Design mux_nto1_rr, sky130hd; sources not shown.
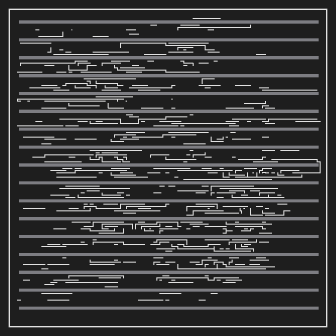
*The metal 1 layer, run 1*
Supply wires on this layer in gray.
- main direction: horizontal
- longest straight run: 16.1 um
- share of all routed wire: 41%
- nets with wire on the layer: 159
GR met1 Demand/Resource: 27.84%
aggregate routed wire length: 2.496 mm
total via count after detailed routing: 1,032

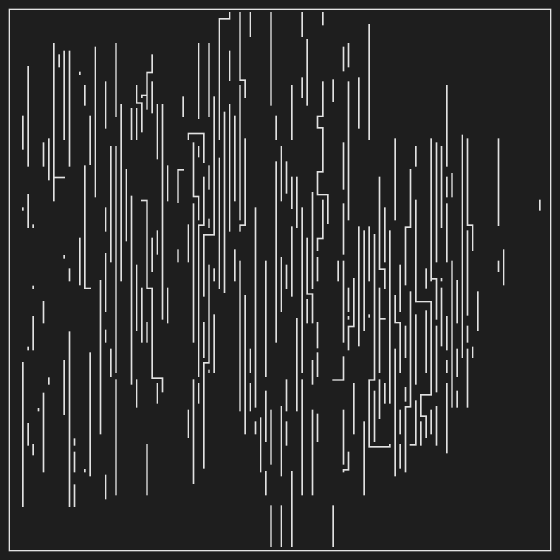
*M2 wires, run 1*
- main direction: vertical
- longest straight run: 20.1 um
global routing usage on met2: 41.89%

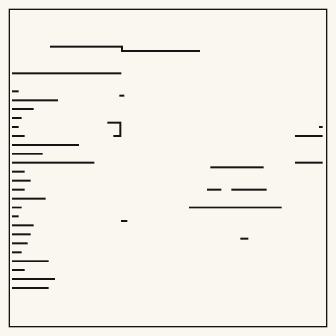
*M3 wires, run 1*
- main direction: horizontal
- wire length on this layer: 163 um
- longest straight run: 16.3 um
- nets with wire on the layer: 35
fraction of met3 tracks used by global routing: 8.302%

==> results.txt, run 1 <==
Quick summary of the implementation run below.

The run finished with clean final reports. The number of buffers inserted during clock tree synthesis came out at 3. The area reported by Yosys stat came out at 912.1 sq um. STA shows the worst reg2reg path with a cell count of 11. The worst setup path is captured at an output pin. The script logs the mean routed wire length per placed instance as between 10 and 15 um. The final timing report derives a shortest allowable period of between 3 and 4 ns. The slowest stage cell on the critical path is sky130_fd_sc_hd__clkdlybuf4s50_1.

Compared with the post-synthesis result, the final layout area differs by 50.75%. The total number of yosys warnings came out at 0. The critical path endpoint has a required time of approximately 3 ns.

The number of nets handed over by synthesis was 142. The report lists the power per cell area as between 300 and 400 nW/um^2. The most frequent logic cell in the layout is sky130_fd_sc_hd__clkdlybuf4s50_1. The count of cells along the worst hold path is 2. The total clock sinks is 9. The number of endpoints with negative hold slack in the final report came out at 0.

The post-synthesis cell area is roughly 900 sq um. The number of global-route vias before repair came to 925. The share of synthesized cell area in full adder, half adder and majority cells is ~1.4%.

The CTS H-tree depth came out at 1. The total count of max-transition violations in the final report is 0. The number of enable-type register cells in the synthesized netlist is 0. The minimum hold slack is between 0.3 and 0.4 ns. The OpenROAD warning count came out at 27. Per the CTS log, the root buffer master is sky130_fd_sc_hd__clkbuf_4. The cell area after placement is approximately 1300 sq um.

The count of port buffers added during placement is 34. The cts-stage hold buffer count came out at 0. The buffer levels on the longest clock path is 2.

The final cell count without fillers came out at between 150 and 200. The area fraction in and, or, nand and nor cells after synthesis came out at about 22%. Setup repair after global routing left no endpoint under its margin. The kind of critical path is in -> out. The core occupancy in the finished layout is just under 70%. The remaining number of nets flagged by the antenna check after routing came out at 0. The final instance area came out at roughly 1400 sq um. The stage delay of the slowest cell on the critical path is 0.50 ns. For this run, design rule violations remaining after detail routing come to 0. The xor/xnor cell area share of the yosys netlist came out at less than 1%. The number of violations reported at the end of detailed-routing iteration 0 is 13. Per the synthesis report, the number of distinct cell types is around 41.

Setup total negative slack on the finished layout was measured at 0 ns. The number of setup buffers added after CTS is 0. The share of the clock period used by the worst path came out at around 90%.

The number of synthesized register bits came out at 9. The average vias per placed instance came out at 5.702. The cell count along the critical path came out at 12. The detailed-placement wirelength estimate came out at 1.879 mm.

Walking the worst path, the cells encountered are clkdlybuf4s50_1 -> buf_6 -> inv_2 -> nor3_1 -> a31oi_1 -> a21oi_1 -> a211oi_2 -> ha_2 -> a2111oi_4 -> nor3_4 -> nor3_1 -> dlygate4sd2_1. The post-synthesis mux area share came out at 12.62%. The clock-pin transition on the worst setup and hold timing paths came out at approximately 0.060 ns. The residual overflow from global routing came out at 0. The initial core utilization came out at a little under half. Post-synth the commonest register cell is sky130_fd_sc_hd__dfxtp_1.

The reg2reg setup slack came out at 0.71 ns. The floorplan step defined a die boundary enclosing approximately 2300 sq um. The transition time at the pin with the least slew margin is around 0.40 ns. The die is between 40 and 50 um wide. TritonCTS built the clock tree. The report lists the number of standard-cell rows as 16. The synthesized instance count is between 100 and 150. The first global-routing pass estimated 3.822 mm of wire. The number of buffer and inverter stages on the critical path came out at 4. Dividing the synthesized area by the synthesized cell count gives a little under 8 sq um. The synthesized netlist devotes 34.57% of its cell area to compound gates. The total cells reported by yosys after synthesis came out at ~120. The clock insertion delay at the later pin of the skew report came out at roughly 0.26 ns. The number of flip-flops under the largest register name came out at 4. Measured against its own limit, the worst slew margin works out to ~73%.

The category of cells accounting for the largest share of critical-path delay is buffers and inverters. The post-route netlist has 19.48% of its cells at a drive strength greater than 1. OpenSTA, run right after detailed placement, puts the worst setup slack at -0.3650 ns. Entering global routing, the biggest net connects 11 pins. The total routing resource utilization after global routing is 23.54%. The data arrival time of the critical path came out at between 2 and 3 ns. The top fanout value on the critical path came out at 10.

The number of gates resized after CTS is 8. In the Yosys report, the sequential cells make up about a fifth of the chip area.
## run 1: layer usage
layer,share of wire (%),track usage (%),up-vias
met5,0,0,-
met4,0.76,2.778,0
met3,6.5,8.302,2
met2,52,41.89,45
met1,41,27.84,478
li1,-,-,507
## run 1: layout make-up
type	instances	area [sq um]
Multi-Input combinational cell	91	685.7
Fill cell	154	606.8
Timing Repair Buffer	35	354.1
Sequential cell	9	181.4
Buffer	9	71.32
Tap cell	27	33.78
Clock buffer	4	26.28
Inverter	6	22.52
## run 1: cells in the mapped netlist, types with 2 or more instances
cell type                  instances  area share, %
sky130_fd_sc_hd__dfxtp_1           9             20
sky130_fd_sc_hd__buf_4             2            1.6
sky130_fd_sc_hd__nor4b_1           2            1.9
sky130_fd_sc_hd__a31oi_1           2            1.4
sky130_fd_sc_hd__nor3_1            6            3.3
sky130_fd_sc_hd__mux2i_1           7            7.7
sky130_fd_sc_hd__a211oi_1          2            1.6
sky130_fd_sc_hd__o221ai_1          4            3.8
sky130_fd_sc_hd__nor2_1           10            4.1
sky130_fd_sc_hd__or3_1             2            1.4
sky130_fd_sc_hd__inv_1             6            2.5
sky130_fd_sc_hd__nand2b_1          4            2.7
sky130_fd_sc_hd__nand2_1           6            2.5
sky130_fd_sc_hd__o21ai_0           6            3.3
sky130_fd_sc_hd__or2_2             2            1.4
sky130_fd_sc_hd__nor2b_1           2            1.4
sky130_fd_sc_hd__buf_2             5            2.7
sky130_fd_sc_hd__a21oi_1           9            4.9
sky130_fd_sc_hd__o21bai_1          4            3.3
sky130_fd_sc_hd__mux2_2            4            4.9
## run 1: power by group
| group | switching, W | internal [W] |
|---|---|---|
| clock network | 0.0000376 | 0.0000453 |
| registers | 0.00000925 | 0.000119 |
| logic | 0.000106 | 0.000126 |
| total | 0.000153 | 0.000291 |
### Wire density map, run 1

The bar under the picture is 10 um long. The die is cut into 10 by 10 equal tiles; dark purple is low, yellow is high, scaled to the fullest tile. Values are wire area over tile area, all layers added.
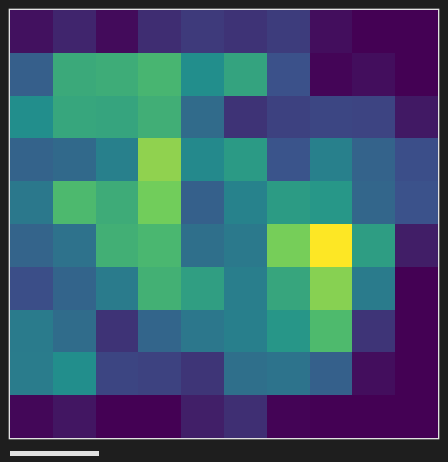

--- run 2 (diff from run 1) ---
==> constraint.sdc (replaced) <==
create_clock -name clk -period 3.5 [get_ports clk]
set_clock_uncertainty 0.1 [all_clocks]
set_input_delay 0.35 -clock clk [delete_from_list [all_inputs] [get_ports clk]]
set_output_delay 0.35 -clock clk [all_outputs]
set_load 0.005 [all_outputs]
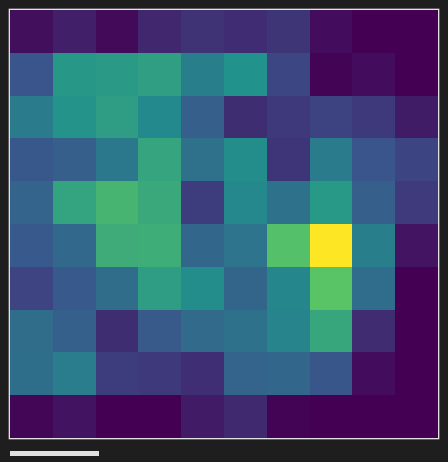
*Wire density map, run 2*
The bar under the picture is 10 um long. The die is cut into 10 by 10 equal tiles; dark purple is low, yellow is high, scaled to the fullest tile. Values are wire area over tile area, all layers added.
- fullest tile: 0.61
- mean over tiles: 0.17
- tiles over half the peak: 18%
- nearly empty tiles: 14%
- emptiest ninth of the die: top right
total via count after detailed routing: 1,037
WL/cell: 13.85 um

==> results.txt, run 2 <==
Quick summary of the implementation run below.

Averaged over all synthesized cells, the footprint is 7.932 sq um. The area of the die is about 2300 sq um. The flow ran to the end, and the final reports show no timing, DRC or antenna violations. The worst slew margin relative to its limit came out at 74.10%. The logic gate share of total power is between 50% and 60%. The total clock sinks came out at 9. In the power breakdown, the internal column shows about 0.00028 W. The number of violations reported at the end of detailed-routing iteration 0 came out at 21. The final layout report lists a filler cell count of ~160. TritonCTS created 3 clock buffers.

Listed in order, past its start point the critical path passes clkdlybuf4s50_1 -> buf_4 -> nor3_1 -> a311oi_1 -> a21oi_1 -> a211oi_2 -> ha_2 -> o21ai_4 -> buf_6 -> nand2_1 -> nor2_1 -> clkdlybuf4s50_1. The flow measured a signed area growth from synthesis to layout of 49.66%. Leaving out buffers and inverters, the combinational logic in the layout accounts for just under 700 sq um. The minimum clock period is roughly 3.3 ns. In this run the power spent charging and discharging nets is roughly 0.00015 W.

The total number of yosys warnings is 0. The residual overflow from global routing is 0. The part of the total power dissipated in the clock network came out at a little under a fifth.

The detailed route wirelength on metal2 is approximately 1.3 mm. The power density over the cells is 316.1 nW/um^2. The global-route wire length before repair is 3.822 mm. For this run, the leading register cell type out of synthesis is sky130_fd_sc_hd__dfxtp_1. The buffer levels on the longest clock path came out at 2. The leading area contributor after synthesis is sky130_fd_sc_hd__dfxtp_1. The count of port buffers added during placement came out at 34. STA puts the critical path data arrival time at between 2 and 3 ns. The critical path's slowest stage uses the library cell sky130_fd_sc_hd__clkdlybuf4s50_1.

Entering global routing, the biggest net connects 11 pins. The highest layer touched by signal routing is met4. The report lists the number of standard-cell rows as 16. The critical path is of the in -> out type. The total count of max-transition violations in the final report is 0. The number of global-route vias before repair was 925. The combined flip-flop and latch cell area came out at approximately 180 sq um. The share of the clock period used by the worst path is a little over nine tenths.

For the pin with the worst max-slew slack, the measured transition is about 0.39 ns. The sequential fraction of the synthesis area came out at about 20%. The synthesized netlist net count is 142.

The routed design uses roughly 150 um of met3 wire. The total routing resource utilization after global routing came out at around a quarter. Of the cells placed in the final design, the portion with a size suffix greater than 1 is between 10% and 20%. TritonRoute reported its final design rule violation total as 0. The reg2reg setup slack is 0.78 ns. The commonest cells after synthesis are sky130_fd_sc_hd__nor2_1 (10), sky130_fd_sc_hd__a21oi_1 (9), sky130_fd_sc_hd__dfxtp_1 (9).

In the hold timing report, the worst path depth is 2. The tightest hold path in the finished design has a slack of approximately 0.36 ns. The number of enable-type register cells in the synthesized netlist is 0. The number of cells reported by Yosys stat comes to about 120. For reference, the final report shows the hold violation count at 0. Sorting the synthesized cells by area gives the leading types as sky130_fd_sc_hd__dfxtp_1 (20%), sky130_fd_sc_hd__mux2i_1 (7.7%), sky130_fd_sc_hd__a21oi_1 (4.9%). Grouping stages by cell kind, the critical path spends the most delay in buffers and inverters. The post-synthesis cell area came out at between 900 and 1000 sq um.

The area reported by Yosys stat came out at 912.1 sq um. The number of synthesized register bits is 9. Looking at the clock tree report, the root buffer type is sky130_fd_sc_hd__clkbuf_4. For this run the top cell type by instance count after synthesis was sky130_fd_sc_hd__nor2_1. The most frequent logic cell in the layout is sky130_fd_sc_hd__clkdlybuf4s50_1. The core occupancy in the finished layout is between 60% and 70%. The unique cell type count in the Yosys netlist is approximately 41.
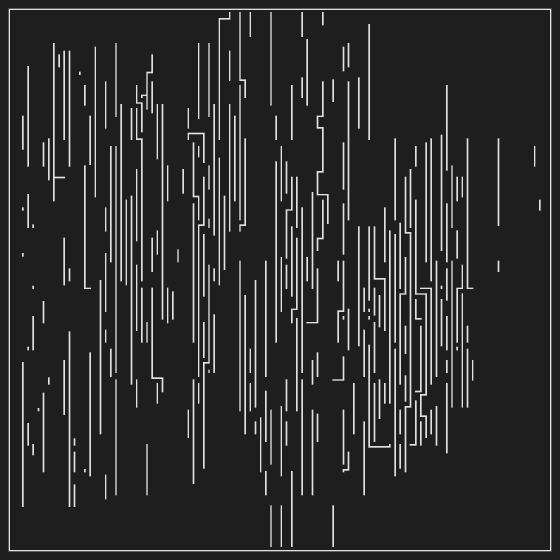
*M2 wires, run 2*
- main direction: vertical
- wire length on this layer: 1,290 um
- share of all routed wire: 51%
- longest straight run: 20.1 um
aggregate routed wire length: 2.507 mm

[run 2: layout make-up]
cell class                 count  area share [%]
multi-input combinational     91           50.23
timing repair buffer          35           25.76
sequential                     9           13.29
buffer                         9           4.675
tap                           27           2.475
clock buffer                   4           1.925
inverter                       6           1.650
[run 2: metal layers]
layer | track usage, % | vias to the layer above
met5 | 0 | -
met4 | 2.778 | 0
met3 | 8.302 | 2
met2 | 41.89 | 45
met1 | 27.84 | 482
li1 | - | 508
[run 2: cell families after synthesis]
family / synth area share (%)
AOI/OAI and AO/OA: 34.57
xor gates and xnor gates: 0.9604
adders and majority gates: 1.372
buffers and inverters: 8.503
DFF: 19.75
muxes: 12.62
and+or+nand+nor: 22.22
[run 2: stage by stage]
| step | total power [W] | setup TNS (ns) | worst slack (ns) | instances | area (sq um) |
|---|---|---|---|---|---|
| CTS | 0.0004222 | 0 | 0.03016 | 180 | 1334 |
| detailed placement | 0.0003326 | -0.4856 | -0.2850 | 176 | 1286 |
| floorplan | 0.0002533 | 0 | 0.7771 | 115 | 912.1 |
| finish | 0.0004315 | 0 | 0.1592 | 181 | 1365 |
| global route | 0.0004603 | 0 | 0.01089 | 181 | 1365 |
| global placement | 0.0003270 | -0.5751 | -0.2913 | 176 | 1286 |
[run 2: power groups by stage]
stage	clock, W	sequential [W]	combinational [W]
floorplan	0	0.000126	0.000128
global placement	0	0.000125	0.000202
detailed placement	0	0.000126	0.000206
CTS	0.0000806	0.000124	0.000217
global route	0.0000904	0.000126	0.000243
finish	0.0000804	0.000125	0.000226
[run 2: timing repair]
action | CTS | global route
gates resized | 8 | 7
setup buffers | 0 | 1
endpoints found under the setup margin | 4 | 3
pin swaps | 0 | 3
Power and IR drop assume default switching activity.
